## config.mk

```make
export PLATFORM = sky130hd
export DESIGN_NAME = pipe_stage_buf_flat
export DESIGN_NICKNAME = d
export VERILOG_FILES = /design/src/rtl/pipe_stage_buf_if.sv /design/src/rtl/pipe_stage_buf.sv /design/src/flat_wrapper.sv
export SDC_FILE = /design/constraint.sdc
export NUM_CORES = 1
export LEC_CHECK = 0
export ABC_AREA = 1
export ABC_CLOCK_PERIOD_IN_PS = 1900
export CAP_MARGIN = 20
export CELL_PAD_IN_SITES_DETAIL_PLACEMENT = 2
export CELL_PAD_IN_SITES_GLOBAL_PLACEMENT = 2
export CORE_MARGIN = 5
export CORE_UTILIZATION = 28
export CTS_BUF_LIST = sky130_fd_sc_hd__clkbuf_4 sky130_fd_sc_hd__clkbuf_8
export DETAILED_ROUTE_END_ITERATION = 6
export PLACE_DENSITY = 0.91
export RECOVER_POWER = 50
export SLEW_MARGIN = 15
export SYNTH_ARGS = -nofsm -noshare
export SYNTH_HDL_FRONTEND = slang
export SYNTH_SLANG_ARGS = --single-unit
```

## constraint.sdc

```tcl
create_clock -name clk -period 1.9 [get_ports clk]
set_input_delay 0.38 -clock clk [delete_from_list [all_inputs] [get_ports clk]]
set_output_delay 0.38 -clock clk [all_outputs]
set_load 0.02 [all_outputs]
```

## src/rtl/pipe_stage_buf_if.sv

```systemverilog
// rtl/pipe_stage_buf_if.sv - upstream/downstream handshake bundle for pipe_stage_buf
interface pipe_stage_buf_if #(
    parameter int DATA_W = 128,
    parameter int PC_W   = 32
);
    logic              in_valid;
    logic              in_ready;
    logic [PC_W-1:0]   in_pc;
    logic [DATA_W-1:0] in_data;
    logic              out_valid;
    logic              out_ready;
    logic [PC_W-1:0]   out_pc;
    logic [DATA_W-1:0] out_data;
    logic              out_bubble;

    modport slave (
        input  in_valid, in_pc, in_data, out_ready,
        output in_ready, out_valid, out_pc, out_data, out_bubble
    );

    modport master (
        output in_valid, in_pc, in_data, out_ready,
        input  in_ready, out_valid, out_pc, out_data, out_bubble
    );
endinterface

```

## src/rtl/pipe_stage_buf.sv

```systemverilog
// rtl/pipe_stage_buf.sv - pipeline stage register with skid buffer, flush-to-bubble and stall counter
module pipe_stage_buf #(
    parameter int DATA_W  = 128,
    parameter int PC_W    = 32,
    parameter int STALL_W = 16
) (
    input  logic               clk,
    input  logic               reset,
    input  logic               flush,
    pipe_stage_buf_if.slave    bus,
    output logic [STALL_W-1:0] stall_cnt
);
    // State bits are {main_valid, skid_valid}.
    typedef enum logic [1:0] {
        EMPTY = 2'b00,
        ONE   = 2'b10,
        FULL  = 2'b11
    } state_e;

    state_e              state_q, state_d;
    logic [PC_W-1:0]     main_pc_q, main_pc_d;
    logic [DATA_W-1:0]   main_data_q, main_data_d;
    logic                bubble_q, bubble_d;
    logic [PC_W-1:0]     skid_pc_q, skid_pc_d;
    logic [DATA_W-1:0]   skid_data_q, skid_data_d;
    logic                in_ready_q, in_ready_d;
    logic [STALL_W-1:0]  stall_q, stall_d;
    logic                in_fire, out_fire, main_valid;

    assign main_valid = state_q[1];
    assign in_fire    = bus.in_valid & in_ready_q;
    assign out_fire   = main_valid & bus.out_ready;

    always_comb begin
        state_d     = state_q;
        main_pc_d   = main_pc_q;
        main_data_d = main_data_q;
        bubble_d    = bubble_q;
        skid_pc_d   = skid_pc_q;
        skid_data_d = skid_data_q;
        if (flush) begin
            // Killed slot keeps a meaningful PC for downstream EPC logic.
            state_d     = EMPTY;
            main_data_d = '0;
            bubble_d    = 1'b1;
            if (!main_valid && bus.in_valid) begin
                main_pc_d = bus.in_pc;
            end
        end else begin
            case (state_q)
                EMPTY: begin
                    if (in_fire) begin
                        main_pc_d   = bus.in_pc;
                        main_data_d = bus.in_data;
                        bubble_d    = 1'b0;
                        state_d     = ONE;
                    end
                end
                ONE: begin
                    if (out_fire && in_fire) begin
                        main_pc_d   = bus.in_pc;
                        main_data_d = bus.in_data;
                        bubble_d    = 1'b0;
                    end else if (out_fire) begin
                        state_d = EMPTY;
                    end else if (in_fire) begin
                        skid_pc_d   = bus.in_pc;
                        skid_data_d = bus.in_data;
                        state_d     = FULL;
                    end
                end
                FULL: begin
                    if (out_fire) begin
                        main_pc_d   = skid_pc_q;
                        main_data_d = skid_data_q;
                        bubble_d    = 1'b0;
                        state_d     = ONE;
                    end
                end
                default: state_d = EMPTY;
            endcase
        end
        in_ready_d = ~state_d[0];
        stall_d    = stall_q;
        if (main_valid && !bus.out_ready && (stall_q != {STALL_W{1'b1}})) begin
            stall_d = stall_q + STALL_W'(1);
        end
    end

    always_ff @(posedge clk) begin
        if (reset) begin
            state_q     <= EMPTY;
            main_pc_q   <= '0;
            main_data_q <= '0;
            bubble_q    <= 1'b0;
            skid_pc_q   <= '0;
            skid_data_q <= '0;
            in_ready_q  <= 1'b0;
            stall_q     <= '0;
        end else begin
            state_q     <= state_d;
            main_pc_q   <= main_pc_d;
            main_data_q <= main_data_d;
            bubble_q    <= bubble_d;
            skid_pc_q   <= skid_pc_d;
            skid_data_q <= skid_data_d;
            in_ready_q  <= in_ready_d;
            stall_q     <= stall_d;
        end
    end

    assign bus.in_ready   = in_ready_q;
    assign bus.out_valid  = main_valid;
    assign bus.out_pc     = main_pc_q;
    assign bus.out_data   = main_data_q;
    assign bus.out_bubble = bubble_q;
    assign stall_cnt      = stall_q;
endmodule

```

## src/flat_wrapper.sv

```systemverilog
// flat-port wrapper written by rule: the top's interface ports become plain ports
module pipe_stage_buf_flat 
#(
    parameter int DATA_W  = 128,
    parameter int PC_W    = 32,
    parameter int STALL_W = 16
)
  (clk, reset, flush, stall_cnt, bus_in_valid, bus_in_pc, bus_in_data, bus_out_ready, bus_in_ready, bus_out_valid, bus_out_pc, bus_out_data, bus_out_bubble);
  pipe_stage_buf_if #(.DATA_W(DATA_W), .PC_W(PC_W)) bus_i ();
  input  logic clk;
  input  logic reset;
  input  logic flush;
  output logic [STALL_W-1:0] stall_cnt;
  input wire logic [$bits(bus_i.in_valid)-1:0] bus_in_valid;
  input wire logic [$bits(bus_i.in_pc)-1:0] bus_in_pc;
  input wire logic [$bits(bus_i.in_data)-1:0] bus_in_data;
  input wire logic [$bits(bus_i.out_ready)-1:0] bus_out_ready;
  output wire logic [$bits(bus_i.in_ready)-1:0] bus_in_ready;
  output wire logic [$bits(bus_i.out_valid)-1:0] bus_out_valid;
  output wire logic [$bits(bus_i.out_pc)-1:0] bus_out_pc;
  output wire logic [$bits(bus_i.out_data)-1:0] bus_out_data;
  output wire logic [$bits(bus_i.out_bubble)-1:0] bus_out_bubble;
  assign bus_i.in_valid = bus_in_valid;
  assign bus_i.in_pc = bus_in_pc;
  assign bus_i.in_data = bus_in_data;
  assign bus_i.out_ready = bus_out_ready;
  assign bus_in_ready = bus_i.in_ready;
  assign bus_out_valid = bus_i.out_valid;
  assign bus_out_pc = bus_i.out_pc;
  assign bus_out_data = bus_i.out_data;
  assign bus_out_bubble = bus_i.out_bubble;
  pipe_stage_buf #(.DATA_W(DATA_W), .PC_W(PC_W), .STALL_W(STALL_W)) u_core (.clk(clk), .reset(reset), .flush(flush), .bus(bus_i), .stall_cnt(stall_cnt));
endmodule
```

==> run_1/final_congestion.png <==
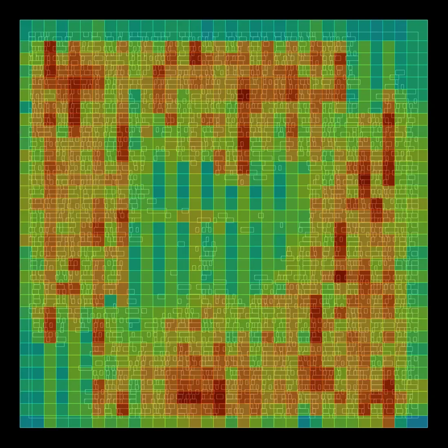
global-route met2 utilization: 42.3%
Util after Layout: 40.1%
met1 routing resource usage after global routing: 25.3%
average wire per cell in the routed design: 21.2 um
GRT Total Usage: 22.7%

==> run_1/density.png <==
Scale: 1 px per um. 23 x 23 tiles, from white (low) to dark blue (high), 0 to 100% covered.
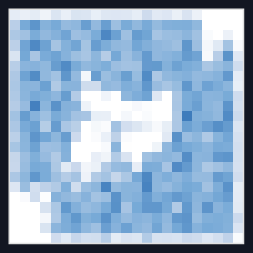
fullest tile: 69%
emptiest ninth of the die: middle
nearly empty tiles: 10%
mean over tiles: 35%

==> run_1/met4.png <==
Scale: 1.5 px per um.
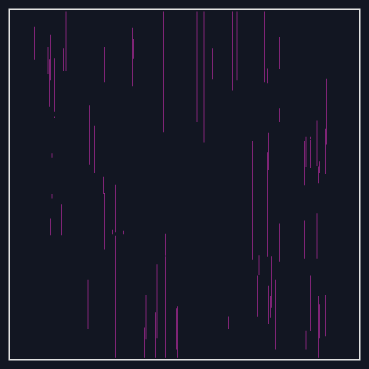
longest straight run: 87.0 um
share of all routed wire: 3.2%
main direction: vertical

==> run_1/pdn.png <==
Scale: 2 px per um. Pins as bars on the die edge.
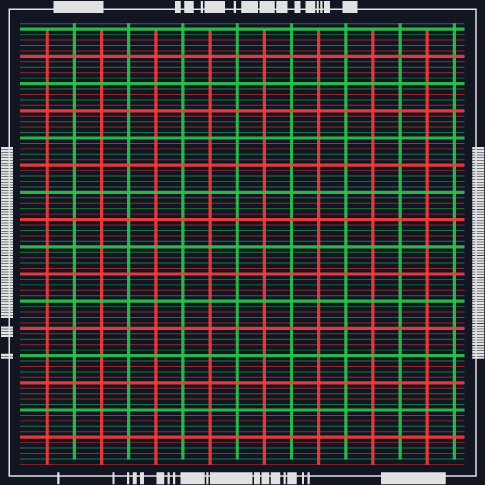
legend:
  green:
    net: VDD
  red:
    net: VSS
rows: 81
met1 rails: 82
met5 straps: 16
signal pins: 344
met4 straps: 16

==> run notes, run 1 <==
The synthesis and PnR run went through. The flow ran to the end, and the final reports show no timing, DRC or antenna violations. Effective utilization at floorplan landed at 28.4%. The clock network is responsible for 45.7% of the overall power.

The max-slew check reports its worst relative slack as 64.6%. Power drawn by the clock network landed at 7.91 mW. Proportion of register bits with asynchronous set or reset after synthesis landed at 0%. The layout summary lists the proportion of cells stronger than drive strength 1 as 8.53%.

Initial antenna violation count landed at 11. Timing analysis after detailed placement gives a worst setup slack of -0.310 ns. Net count after synthesis landed at 2,137. The final layout report lists a clock buffer count of 100.

The endpoint of the worst hold path is reported as u_core.skid_data_q[58]$_SDFFE_PP0P_. Leaving out fill and tap cells, the most frequent cell in the layout is o21ai_0. Area fraction in and, or, nand and nor cells landed at 17.9%. Summing over every cut layer, the via total after detailed routing is 15,000. Looking at the reg2reg group, the worst path ends at u_core.stall_cnt[13]$_SDFFE_PP0P_. After technology mapping, the gate count stands at 1,971. In the layout the tool counted multi-input logic cells amounting to 1,281.

Post-route total power landed at 17.3 mW. Combinational power landed at 1.97 mW. At the end of routability-driven placement, the weighted congestion stood at 0.792. Tally of max-capacitance violations landed at 0. The critical path's slowest stage uses the library cell dfxtp_1. Clock tree cell share of total cell area landed at 7.15%. Clock period minus worst slack landed at 1.83 ns.

According to the floorplan report, the die width is 233 um. Depth of the most critical reg-to-reg path landed at 9. Count of endpoints failing hold in the final timing report landed at 0.

Area share of and-or/or-and cells after synthesis landed at 22.7%. For this run, design rule violations remaining after detail routing come to 0. Final-stage net count landed at 2,471. The STA report counts the stages on the worst setup path as 1. Worst endpoint data arrival time landed at 1.45 ns. Combinational share of power landed at 11.4%. Critical-path maximum fanout landed at 7.
==> run_1/clock_map.png <==
Scale: 2 px per um.
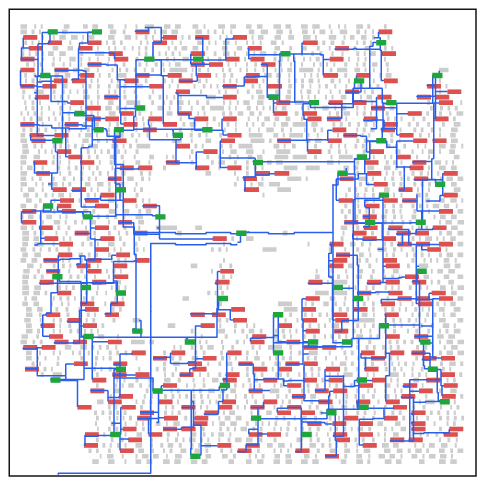

==> run 2: changes to the inputs <==
- ABC_AREA: 1 -> default
- CORE_UTILIZATION: 28 -> 29
- HOLD_SLACK_MARGIN: default -> 0.12
- PLACE_DENSITY: 0.91 -> 0.9
==> run_2/clock_map.png <==
Scale: 2 px per um.
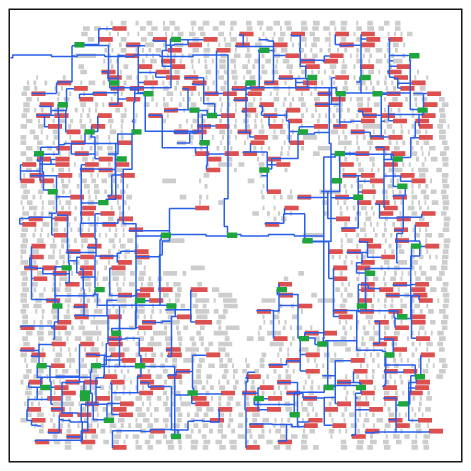
legend:
  green:
    item: cells driving clock nets
    count: 61
  red:
    item: flip-flops
    count: 340
  blue:
    item: clock wires
    length: 5,820 um
flops lie: widely spread

==> run_2/density.png <==
Scale: 1 px per um. 23 x 23 tiles, from white (low) to dark blue (high), 0 to 100% covered.
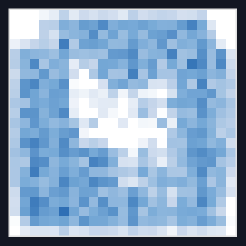
fullest tile: 74%
emptiest ninth of the die: middle
mean over tiles: 37%

==> run notes, run 2 <==
The synthesis and PnR run went through. The run finished with clean final reports. The fraction of layout cells with a size suffix above 1 was 12.1% (+3.5 points). Width of the die landed at 226 um (-3.1%). Detailed-route iteration 0 reported a violation count of 630. Combinational gate count landed at 1,180 (-7.9%).

In the hold report, the worst path ends at u_core.skid_data_q[99]$_SDFFE_PP0P_. The met1 usage is 27.5% (+2.2 points). The clock tree cell share of total cell area came to 7.49% (+0.34 points).

The combinational share of power is 10.4% (-1.0 points). Post-route total power landed at 17.5 mW (+0.90%). Area taken by flip-flops and latches landed at 0.00682 mm^2. Cell count after placement landed at 2,552. The post-synthesis instance total is 1,679 (-15%).

Initial antenna violation count landed at 8 (-3). The number of stages on the worst setup path is 7 (+6). The area fraction in and, or, nand and nor cells came to 24.2% (+6.3 points).

The routability congestion estimate from global placement came to 0.784 (-1.0%). The final-stage net count is 2,186 (-12%). The critical-path maximum fanout was 11 (+4).

The endpoint identified for the worst register-to-register timing path is u_core.skid_pc_q[11]$_SDFFE_PP0P_. Post-detailed-placement half-perimeter wirelength landed at 38,400 um. Clock share of power landed at 47.2% (+1.5 points). Area share of and-or/or-and cells after synthesis landed at 17.8% (-5.0 points). In the routed layout, each cell is associated on average with a via count of 5.37. The final core utilization is 42.2% (+2.1 points). Together, buffers and inverters on the worst path number 3. The flow inserted 607 tap cells. In the layout the commonest cells are nand2_1 (454), dfxtp_1 (333), a21oi_1 (170), dlygate4sd2_1 (168), nor2_1 (165).

Power drawn by the clock network landed at 8.23 mW (+4.0%). Share of the final layout cell area in multi-input gates landed at 31.4%. Following the worst setup path forward leads to its endpoint at u_core.skid_pc_q[11]$_SDFFE_PP0P_. Worst endpoint data arrival time landed at 2.42 ns (+0.97 ns). Clock period minus worst slack landed at 1.88 ns (+0.0534 ns). The count of endpoints failing hold in the final timing report came to 0 (unchanged). The depth of the most critical reg-to-reg path came to 7 (-2).

During I/O placement, the number of pins put on the boundary was 344. Remaining max-slew budget at the tightest pin landed at 58.6% (-6.0 points). Net count after synthesis landed at 1,845 (-14%).

On the critical path the largest part of the delay comes from buffers and inverters. The number of sequential cells reported for the layout is 340. The met2 layer usage reported by global route was 42.7% (+0.36 points). The combinational power came to 1.81 mW (-8%). The number of clock-tree buffers in the layout came to 96 (-4.0%).

Antenna violation net count after detailed routing landed at 0. Post-detailed-route DRC marker count landed at 0 (unchanged). The worst setup timing slack at the placement stage came to -0.547 ns (-0.237 ns). Overall fraction of global-route tracks in use landed at 23.9% (+1.2 points). Tracing the worst setup path back leads to its startpoint at u_core.state_q[0]$_SDFF_PP0_. Per the STA report, the cell with the highest stage delay on the worst path is dfxtp_4.
==> run_2/met4.png <==
Scale: 1.5 px per um.
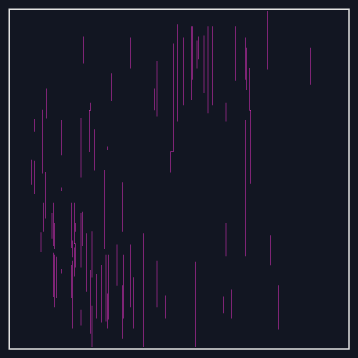
total number of vias: 14,400
wirelength, routed: 64,100 um

==> run_2/pdn.png <==
Scale: 2 px per um. Pins as bars on the die edge.
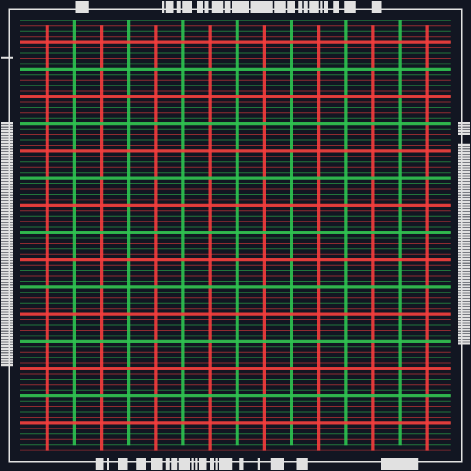

==> run 3: changes to the inputs <==
- CORE_ASPECT_RATIO: default -> 1.5
- GPL_ROUTABILITY_DRIVEN: default -> 0
==> run_3/pdn.png <==
Scale: 1.5 px per um. Pins as bars on the die edge.
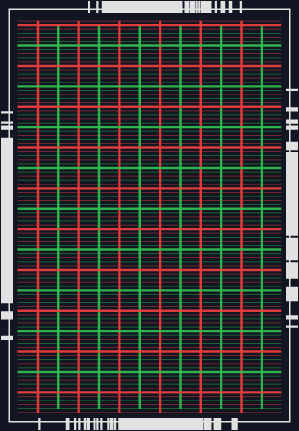
legend:
  red:
    net: VSS
  green:
    net: VDD
met1 rails: 97
rows: 96

==> run_3/met4.png <==
Scale: 1.5 px per um.
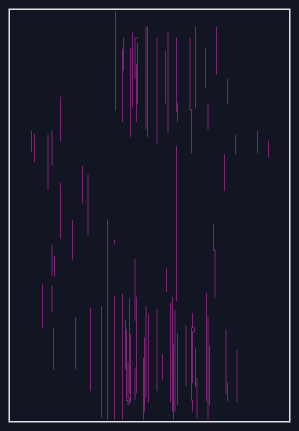
longest straight run: 133 um
nets with wire on the layer: 63

==> run notes, run 3 <==
The synthesis and PnR run went through. For reference, the critical path is captured by u_core.bus.out_data[113]$_SDFFE_PP0P_. The met2 layer usage reported by global route was 43.7% (+1.0 points). The met1 usage was 23.5% (-4.0 points). The worst setup timing slack at the placement stage came to -0.499 ns (+0.0476 ns). Among all stages on the critical path, the largest delay is contributed by dfxtp_4. Final core utilization landed at 42.1% (-0.089 points). The clock tree cell share of total cell area is 6.93% (-0.56 points).

Count of flip-flops and latches landed at 340 (unchanged). The critical-path maximum fanout was 12 (+1). Initial antenna violation count landed at 6 (-2). The flow ran to the end, and the final reports show no timing, DRC or antenna violations. The combinational share of power is 10.6% (+0.2 points). The wire length after detailed routing is 63,300 um (-1.2%).

Number of tap instances landed at 588 (-3.1%). The clock period minus worst slack came to 1.89 ns (+0.00794 ns). The remaining max-slew budget at the tightest pin was 44.6% (-14 points). Among cell families on the critical path, the largest total delay comes from buffers and inverters. The first-iteration detailed-routing DRC count was 545 (-13%). The combinational gate count is 1,180 (unchanged). Width of the die landed at 186 um (-18%). Share of the final layout cell area in multi-input gates landed at 31.7% (+0.29 points). The final-stage net count came to 2,172 (-0.64%). Total I/O pin count landed at 344 (unchanged). The clock share of power came to 45.3% (-1.9 points). Post-detailed-route DRC marker count landed at 0 (unchanged). The area taken by flip-flops and latches came to 0.00682 mm^2 (about the same).

The post-synthesis instance total is 1,679 (unchanged). For reference, the critical path is launched at u_core.state_q[1]$_SDFFE_PP0P_. The fraction of layout cells with a size suffix above 1 is 11.1% (-0.93 points).
==> run_3/clock_map.png <==
Scale: 2 px per um.
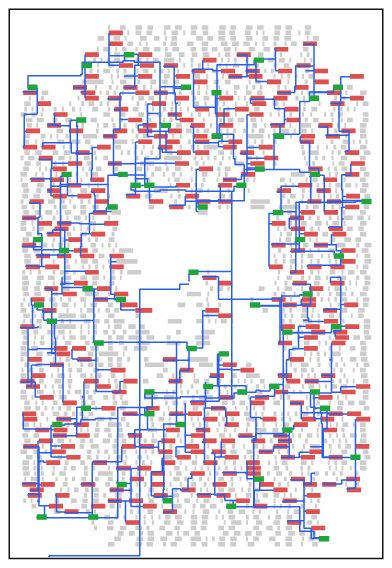
legend:
  blue:
    item: clock wires
    length: 5,520 um
  red:
    item: flip-flops
    count: 340
  green:
    item: cells driving clock nets
    count: 58
flops lie: widely spread

No activity file was given, so power comes from the tool's default toggle rates.
